registers.png
Other sequential cells in the stronger grey, the rest of the logic in the fainter grey.
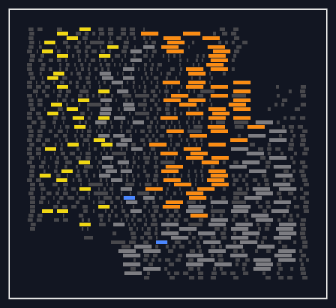
zoom.png
Window x 23 to 73, y 107 to 157 um. Cells in grey, sequential cells in the stronger grey; small squares are vias.
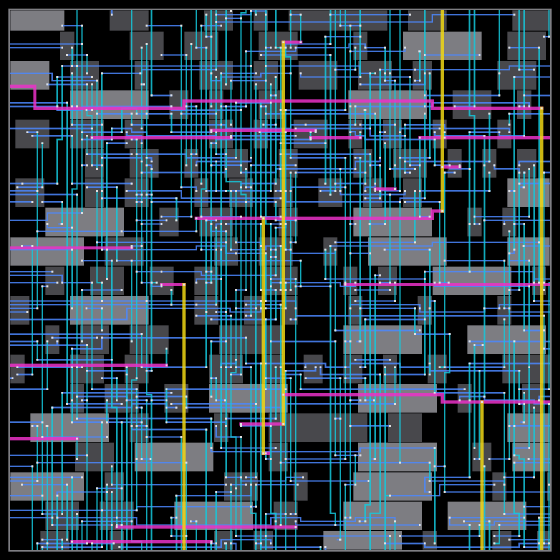
pdn.png
Pins as bars on the die edge.
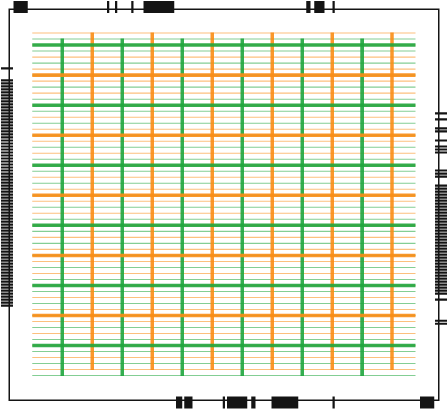
gate_families.png
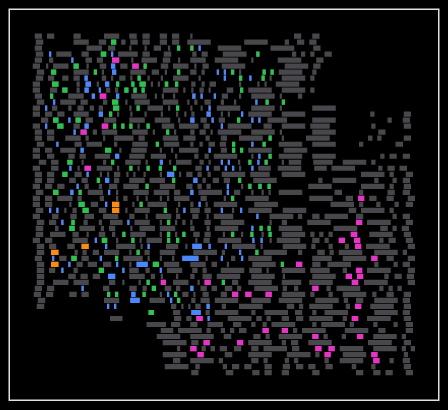
$ cat src/rtl/fetch_seq_if.sv
// Fetch sequencer bus: instruction-memory request/response, execute redirect and
// the decode-side handoff, bundled so the sequencer and its environment share one port.
interface fetch_seq_if #(
    parameter int AW = 32,
    parameter int DW = 32
);
    // Transfers: a request moves on imem_req & imem_gnt; a response on imem_rvalid;
    // an instruction moves to decode on if_valid & id_ready. Once raised, if_valid
    // holds its entry until taken or flushed by redirect_valid.
    logic          imem_req;
    logic [AW-1:0] imem_addr;
    logic          imem_gnt;
    logic          imem_rvalid;
    logic [DW-1:0] imem_rdata;
    logic          redirect_valid;
    logic [AW-1:0] redirect_pc;
    logic          if_valid;
    logic          id_ready;
    logic [DW-1:0] ir_if;
    logic [AW-1:0] npc_if;
    logic [AW-1:0] pc;

    modport master (
        output imem_req, imem_addr,
        input  imem_gnt, imem_rvalid, imem_rdata,
        input  redirect_valid, redirect_pc,
        output if_valid, ir_if, npc_if, pc,
        input  id_ready
    );

    modport slave (
        input  imem_req, imem_addr,
        output imem_gnt, imem_rvalid, imem_rdata,
        output redirect_valid, redirect_pc,
        input  if_valid, ir_if, npc_if, pc,
        output id_ready
    );
endinterface

$ cat src/rtl/fetch_seq.sv
// Fetch sequencer: one outstanding imem request, 2-entry {ir, npc} queue to decode,
// redirect flush with stale-response drop. Optional counters under FETCH_PERF_EN.
module fetch_seq #(
    parameter int            AW       = 32,
    parameter int            DW       = 32,
    parameter logic [AW-1:0] RESET_PC = '0
) (
    input  logic        clk,
    input  logic        rst,
    fetch_seq_if.master bus,
    output logic [1:0]  dbg_state
`ifdef FETCH_PERF_EN
    ,
    output logic [31:0] perf_fetch_cnt,
    output logic [31:0] perf_stall_cnt,
    output logic [31:0] perf_flush_cnt
`endif
);

    typedef enum logic [1:0] {
        S_REQ  = 2'd0,
        S_WAIT = 2'd1,
        S_HOLD = 2'd2,
        S_DROP = 2'd3
    } state_t;

    state_t        state, state_nx;
    logic [AW-1:0] pc_q;
    logic [AW-1:0] req_addr;
    logic [DW-1:0] q_ir  [2];
    logic [AW-1:0] q_npc [2];
    logic [1:0]    count;
    logic [1:0]    count_inc;
    logic [1:0]    wr_slot;
    logic          head_valid;
    logic          redirect;
    logic          pop;
    logic          push;
    logic          granted;
    logic          req;

    assign redirect   = bus.redirect_valid;
    assign head_valid = (count != 2'd0);
    // A pop coinciding with a redirect is void: the flush wins.
    assign pop        = head_valid & bus.id_ready & ~redirect;
    assign count_inc  = count + 2'd1 - {1'b0, pop};
    assign wr_slot    = count - {1'b0, pop};

    always_comb begin
        state_nx = state;
        push     = 1'b0;
        granted  = 1'b0;
        req      = 1'b0;
        case (state)
            S_REQ: begin
                req = 1'b1;
                if (redirect) begin
                    state_nx = bus.imem_gnt ? S_DROP : S_REQ;
                end else if (bus.imem_gnt) begin
                    granted  = 1'b1;
                    state_nx = S_WAIT;
                end
            end
            S_WAIT: begin
                if (redirect) begin
                    state_nx = bus.imem_rvalid ? S_REQ : S_DROP;
                end else if (bus.imem_rvalid) begin
                    push     = 1'b1;
                    state_nx = (count_inc < 2'd2) ? S_REQ : S_HOLD;
                end
            end
            S_HOLD: begin
                if (redirect || pop) state_nx = S_REQ;
            end
            S_DROP: begin
                // The stale response retires the outstanding request even if
                // another redirect lands in the same cycle.
                if (bus.imem_rvalid) state_nx = S_REQ;
            end
            default: state_nx = S_REQ;
        endcase
    end

    always_ff @(posedge clk) begin
        if (rst) begin
            state    <= S_REQ;
            pc_q     <= RESET_PC;
            req_addr <= '0;
            count    <= 2'd0;
            q_ir[0]  <= '0;
            q_ir[1]  <= '0;
            q_npc[0] <= '0;
            q_npc[1] <= '0;
        end else begin
            state <= state_nx;
            if (redirect)     pc_q <= bus.redirect_pc;
            else if (granted) pc_q <= pc_q + AW'(1);
            if (granted) req_addr <= pc_q;

            if (redirect) begin
                count <= 2'd0;
            end else begin
                if (pop) begin
                    q_ir[0]  <= q_ir[1];
                    q_npc[0] <= q_npc[1];
                end
                // Later assignment wins when the push lands in the slot just vacated.
                if (push) begin
                    q_ir[wr_slot[0]]  <= bus.imem_rdata;
                    q_npc[wr_slot[0]] <= req_addr + AW'(1);
                end
                count <= count + {1'b0, push} - {1'b0, pop};
            end
        end
    end

    assign bus.imem_req  = req;
    assign bus.imem_addr = pc_q;
    assign bus.pc        = pc_q;
    assign bus.if_valid  = head_valid;
    assign bus.ir_if     = head_valid ? q_ir[0]  : '0;
    assign bus.npc_if    = head_valid ? q_npc[0] : '0;
    assign dbg_state     = state;

`ifdef FETCH_PERF_EN
    always_ff @(posedge clk) begin
        if (rst) begin
            perf_fetch_cnt <= '0;
            perf_stall_cnt <= '0;
            perf_flush_cnt <= '0;
        end else begin
            if (pop)                           perf_fetch_cnt <= perf_fetch_cnt + 32'd1;
            if (bus.id_ready && !head_valid)   perf_stall_cnt <= perf_stall_cnt + 32'd1;
            if (redirect)                      perf_flush_cnt <= perf_flush_cnt + 32'd1;
        end
    end
`endif

endmodule
$ cat src/flat_wrapper.sv
// flat-port wrapper written by rule: the top's interface ports become plain ports
module fetch_seq_flat 
#(
    parameter int            AW       = 32,
    parameter int            DW       = 32,
    parameter logic [AW-1:0] RESET_PC = '0
)
  (clk, rst, dbg_state, bus_imem_req, bus_imem_addr, bus_imem_gnt, bus_imem_rvalid, bus_imem_rdata, bus_redirect_valid, bus_redirect_pc, bus_if_valid, bus_ir_if, bus_npc_if, bus_pc, bus_id_ready);
  fetch_seq_if #(.AW(AW), .DW(DW)) bus_i ();
  input  logic clk;
  input  logic rst;
  output logic [1:0] dbg_state;
  output wire logic [$bits(bus_i.imem_req)-1:0] bus_imem_req;
  output wire logic [$bits(bus_i.imem_addr)-1:0] bus_imem_addr;
  input wire logic [$bits(bus_i.imem_gnt)-1:0] bus_imem_gnt;
  input wire logic [$bits(bus_i.imem_rvalid)-1:0] bus_imem_rvalid;
  input wire logic [$bits(bus_i.imem_rdata)-1:0] bus_imem_rdata;
  input wire logic [$bits(bus_i.redirect_valid)-1:0] bus_redirect_valid;
  input wire logic [$bits(bus_i.redirect_pc)-1:0] bus_redirect_pc;
  output wire logic [$bits(bus_i.if_valid)-1:0] bus_if_valid;
  output wire logic [$bits(bus_i.ir_if)-1:0] bus_ir_if;
  output wire logic [$bits(bus_i.npc_if)-1:0] bus_npc_if;
  output wire logic [$bits(bus_i.pc)-1:0] bus_pc;
  input wire logic [$bits(bus_i.id_ready)-1:0] bus_id_ready;
  assign bus_imem_req = bus_i.imem_req;
  assign bus_imem_addr = bus_i.imem_addr;
  assign bus_i.imem_gnt = bus_imem_gnt;
  assign bus_i.imem_rvalid = bus_imem_rvalid;
  assign bus_i.imem_rdata = bus_imem_rdata;
  assign bus_i.redirect_valid = bus_redirect_valid;
  assign bus_i.redirect_pc = bus_redirect_pc;
  assign bus_if_valid = bus_i.if_valid;
  assign bus_ir_if = bus_i.ir_if;
  assign bus_npc_if = bus_i.npc_if;
  assign bus_pc = bus_i.pc;
  assign bus_i.id_ready = bus_id_ready;
  fetch_seq #(.AW(AW), .DW(DW), .RESET_PC(RESET_PC)) u_core (.clk(clk), .rst(rst), .bus(bus_i), .dbg_state(dbg_state));
endmodule
$ cat config.mk
export PLATFORM = sky130hd
export DESIGN_NAME = fetch_seq_flat
export DESIGN_NICKNAME = d
export VERILOG_FILES = /design/src/rtl/fetch_seq_if.sv /design/src/rtl/fetch_seq.sv /design/src/flat_wrapper.sv
export SDC_FILE = /design/constraint.sdc
export NUM_CORES = 1
export LEC_CHECK = 0
export ABC_AREA = 0
export CAP_MARGIN = 0
export CELL_PAD_IN_SITES_DETAIL_PLACEMENT = 2
export CELL_PAD_IN_SITES_GLOBAL_PLACEMENT = 2
export CORE_ASPECT_RATIO = 0.9
export CORE_MARGIN = 10
export CORE_UTILIZATION = 34
export DETAILED_ROUTE_END_ITERATION = 6
export PLACE_DENSITY = 0.95
export SLEW_MARGIN = 30
export SYNTH_ARGS = -nofsm -noshare
export SYNTH_HDL_FRONTEND = slang
export SYNTH_SLANG_ARGS = --single-unit
$ cat constraint.sdc
create_clock -name clk -period 7 [get_ports clk]
set_input_delay 1.4 -clock clk [delete_from_list [all_inputs] [get_ports clk]]
set_output_delay 1.4 -clock clk [all_outputs]
set_load 0.03 [all_outputs]
==> notes.org <==
#+TITLE: Flow metrics

** Detailed routing
- First drt pass iteration count :: 5
- In this run, the number of DRC markers left after iteration 0 of detailed routing was 518.
- Across all layers, the routed design uses 7442 vias.
- The count of nets left with antenna violations once routing finished came out at 0.

** CTS
- Looking at the clock tree report, the maximum root-to-sink buffer count equals 2.
- CTS added clock buffers totalling 17.
- The H-tree was split into 4 levels.
- Clock latency of the later-clocked register in the worst-skew pair :: 0.46 ns
- Clk Tree Root Cell :: clkbuf_16
- Clock sink total :: 196
- Per the post-CTS timing run, clock transition at the registers of the reported paths is 0.08 ns.
- Resized Gates After CTS :: 0

** Power
- Power, Total :: 2.703 mW
- Pwr dens :: 225.1 mW/mm2
- In this run the static leakage power is 3.989 nW.

** Timing
- The routed design could run at a clock period as short as 4.656 ns.
- Endpoints failing hold in the final report were tallied at 0.
- Unrepaired setup endpoints after global routing :: no
- The transition time recorded at the tightest slew-check pin is 1.016 ns.
- Final count of negative-setup-slack endpoints :: 0
- Setup total negative slack on the finished layout was measured at 0 ns.

** Place
- Cell Count Post-Placement :: 1381
- Final HPWL DP :: 22550 um

** Setup path
- For the worst reg-to-reg path, the startpoint reported by OpenROAD is u_core.count[1].
- Buffers & Inverters on Critical Path :: 5
- The OpenROAD report gives the critical path a required time of 7.11 ns.
- Measured in cells, the most critical reg-to-reg path has a length of 9.
- In this design, the largest share of critical-path delay is due to buffers and inverters.
- For reference, the most critical setup path is categorized as primary input to flop.
- Cell type with the highest occurrence count on the critical path :: buf_4
- STA lists the maximum fanout along the critical path as 36.
- The setup check on the worst reg-to-reg path leaves a slack of 2.90 ns.
- Arrival time of the worst setup path :: 4.77 ns

** Logic synthesis
- The share of the Yosys chip area taken by registers is 56.35%.
- For reference, simple AND, OR, NAND and NOR cells occupy 21.53% of the area reported after synthesis.
- Post-synth tally of flip-flops with integrated enable :: 128
- Cell count in the Yosys report :: 902
- The largest total area in the synthesized netlist belongs to edfxtp_1.
- Per the synthesis report, the XOR/XNOR share of the synthesized area is 5.215%.
- Warning count from the yosys run :: 0

** Global route
- Antenna violations before repair :: 0

** Layout
- NumNets Final :: 1121

** Floorplanning
- Chip height :: 176.4 um
- Measured along the x axis, the die boundary spans 193.7 um.

** Outcome
- The flow ran to the end, and the final reports show no timing, DRC or antenna violations.

** Run
- In this run the tools logged warnings totalling 27.
-- registers.png (at the start) --
legend:
  orange:
    name_in_the_netlist: u_core.q_npc
    sequential_cells: 64
  blue:
    name_in_the_netlist: u_core.count
    sequential_cells: 2
  yellow:
    name_in_the_netlist: u_core.bus.imem_addr
    sequential_cells: 32

-- zoom.png (at the start) --
legend:
  magenta:
    layer: met3
  cyan:
    layer: met2
  blue:
    layer: met1
  yellow:
    layer: met4
cells with their middle in the window: 144
most frequent: dfxtp_1 (27), nand2_1 (24), a21oi_1 (17)
sequential cells in the window: 27
netlist names of flops here include: u_core.bus.imem_addr (15), u_core.req_addr (12)

-- pdn.png (at the start) --
legend:
  green:
    net: VSS
  orange:
    net: VDD
met1 rails: 58
rows: 57

-- gate_families.png (at the start) --
legend:
  magenta:
    family: AND-OR and OR-AND gates
    cells: 40
    most_used: a22o_1
  green:
    family: inverting AOI/OAI gates
    cells: 106
    most_used: a21oi_1
  orange:
    family: multiplexers
    cells: 5
    most_used: mux2i_1
    where: middle left
  blue:
    family: NOR gates
    cells: 104
    most_used: nor2_1

## cell usage in the layout, fill, tap and decap left out, types with 3 or more instances in the layout
cell and count:
clkdlybuf4s50_1 200, edfxtp_1 128, nand2_1 122, and2_1 100, nor2_1 74, dfxtp_1 68
a21oi_1 42, o21ai_0 38, a22o_1 35, xor2_1 29, nand3_1 26, xnor2_1 26
nand4_1 20, clkbuf_16 17, a211oi_1 14, inv_1 13, nor4_1 11, nor3_1 10
buf_4 9, inv_12 6, a311oi_1 5, mux2i_1 5, ha_1 5, clkinv_8 5
or3_1 4, or2_2 3, and4_1 3, inv_8 3
## kinds of logic (layout without fill, tap and decap cells)
| group | Yosys count | in the layout |
|---|---|---|
| AND-OR/OR-AND | 146 | 146 |
| XOR/XNOR | 55 | 55 |
| adder cells (fa/ha/maj) | 5 | 5 |
| buffers and inverters | 99 | 256 |
| flip-flops | 196 | 196 |
| multiplexers | 5 | 5 |
| other | 0 | 1 |
| AND/OR/NAND/NOR | 396 | 396 |
## report_power, final
group	internal, mW	total, mW	switching (mW)
logic	0.125	0.306	0.180
clock network	0.507	1.06	0.549
registers	1.28	1.34	0.0603
total	1.91	2.70	0.790
## cell type report
| cell class | count | area [um2] |
|---|---|---|
| fillers | 2756 | 14880 |
| flip-flops and latches | 196 | 5205 |
| multi-input cells | 607 | 3581 |
| repair buffers | 210 | 2074 |
| well taps | 354 | 442.9 |
| clock buffers | 17 | 425.4 |
| clock inverters | 15 | 221.5 |
| inverters | 14 | 52.55 |
| diodes | 1 | 2.502 |
## through the flow
stage	setup slack, ns	hold WS, ns
4_1_cts	2.331	0.5112
2_1_floorplan	2.184	0.4481
5_1_grt	2.103	0.5362
6_report	2.344	0.5089
3_5_place_dp	1.864	0.4675
3_3_place_gp	2.109	0.4651
## worst max path at each step
stage	from	to	slack, ns	cells after the start
5_1_grt	bus_redirect_valid	u_core.q_npc[0][26]	2.10	9
3_5_place_dp	bus_redirect_valid	u_core.q_npc[0][21]	1.86	9
4_1_cts	bus_redirect_valid	u_core.q_npc[0][27]	2.33	9
2_1_floorplan	bus_redirect_valid	u_core.q_ir[0][0]	2.18	7
3_3_place_gp	bus_redirect_valid	u_core.q_npc[0][21]	2.11	9
6_report	bus_redirect_valid	u_core.q_npc[0][27]	2.34	9
## per-layer routing
layer	global-route usage [%]	wire length, um	up-vias
met5	0	0	-
met4	6.262	573	0
met3	5.119	1934	38
met2	31.86	15810	213
met1	22.05	14000	3753
li1	-	-	3438
## flip-flops by register name (all words and copies together), names as in the netlist
| name | cells |
|---|---|
| u_core.bus.imem_addr | 32 |
| u_core.count | 2 |
| u_core.q_ir | 64 |
| u_core.req_addr | 32 |
| u_core.q_npc | 64 |
| u_core.dbg_state | 2 |
## worst min-delay path, cell delays in order, from the launching register on
cell and delay [ns]:
dfxtp_1 0.34, nand2_1 0.07, a21oi_1 0.06
Power figures rest on the tool's default switching activity, not on a simulated workload.
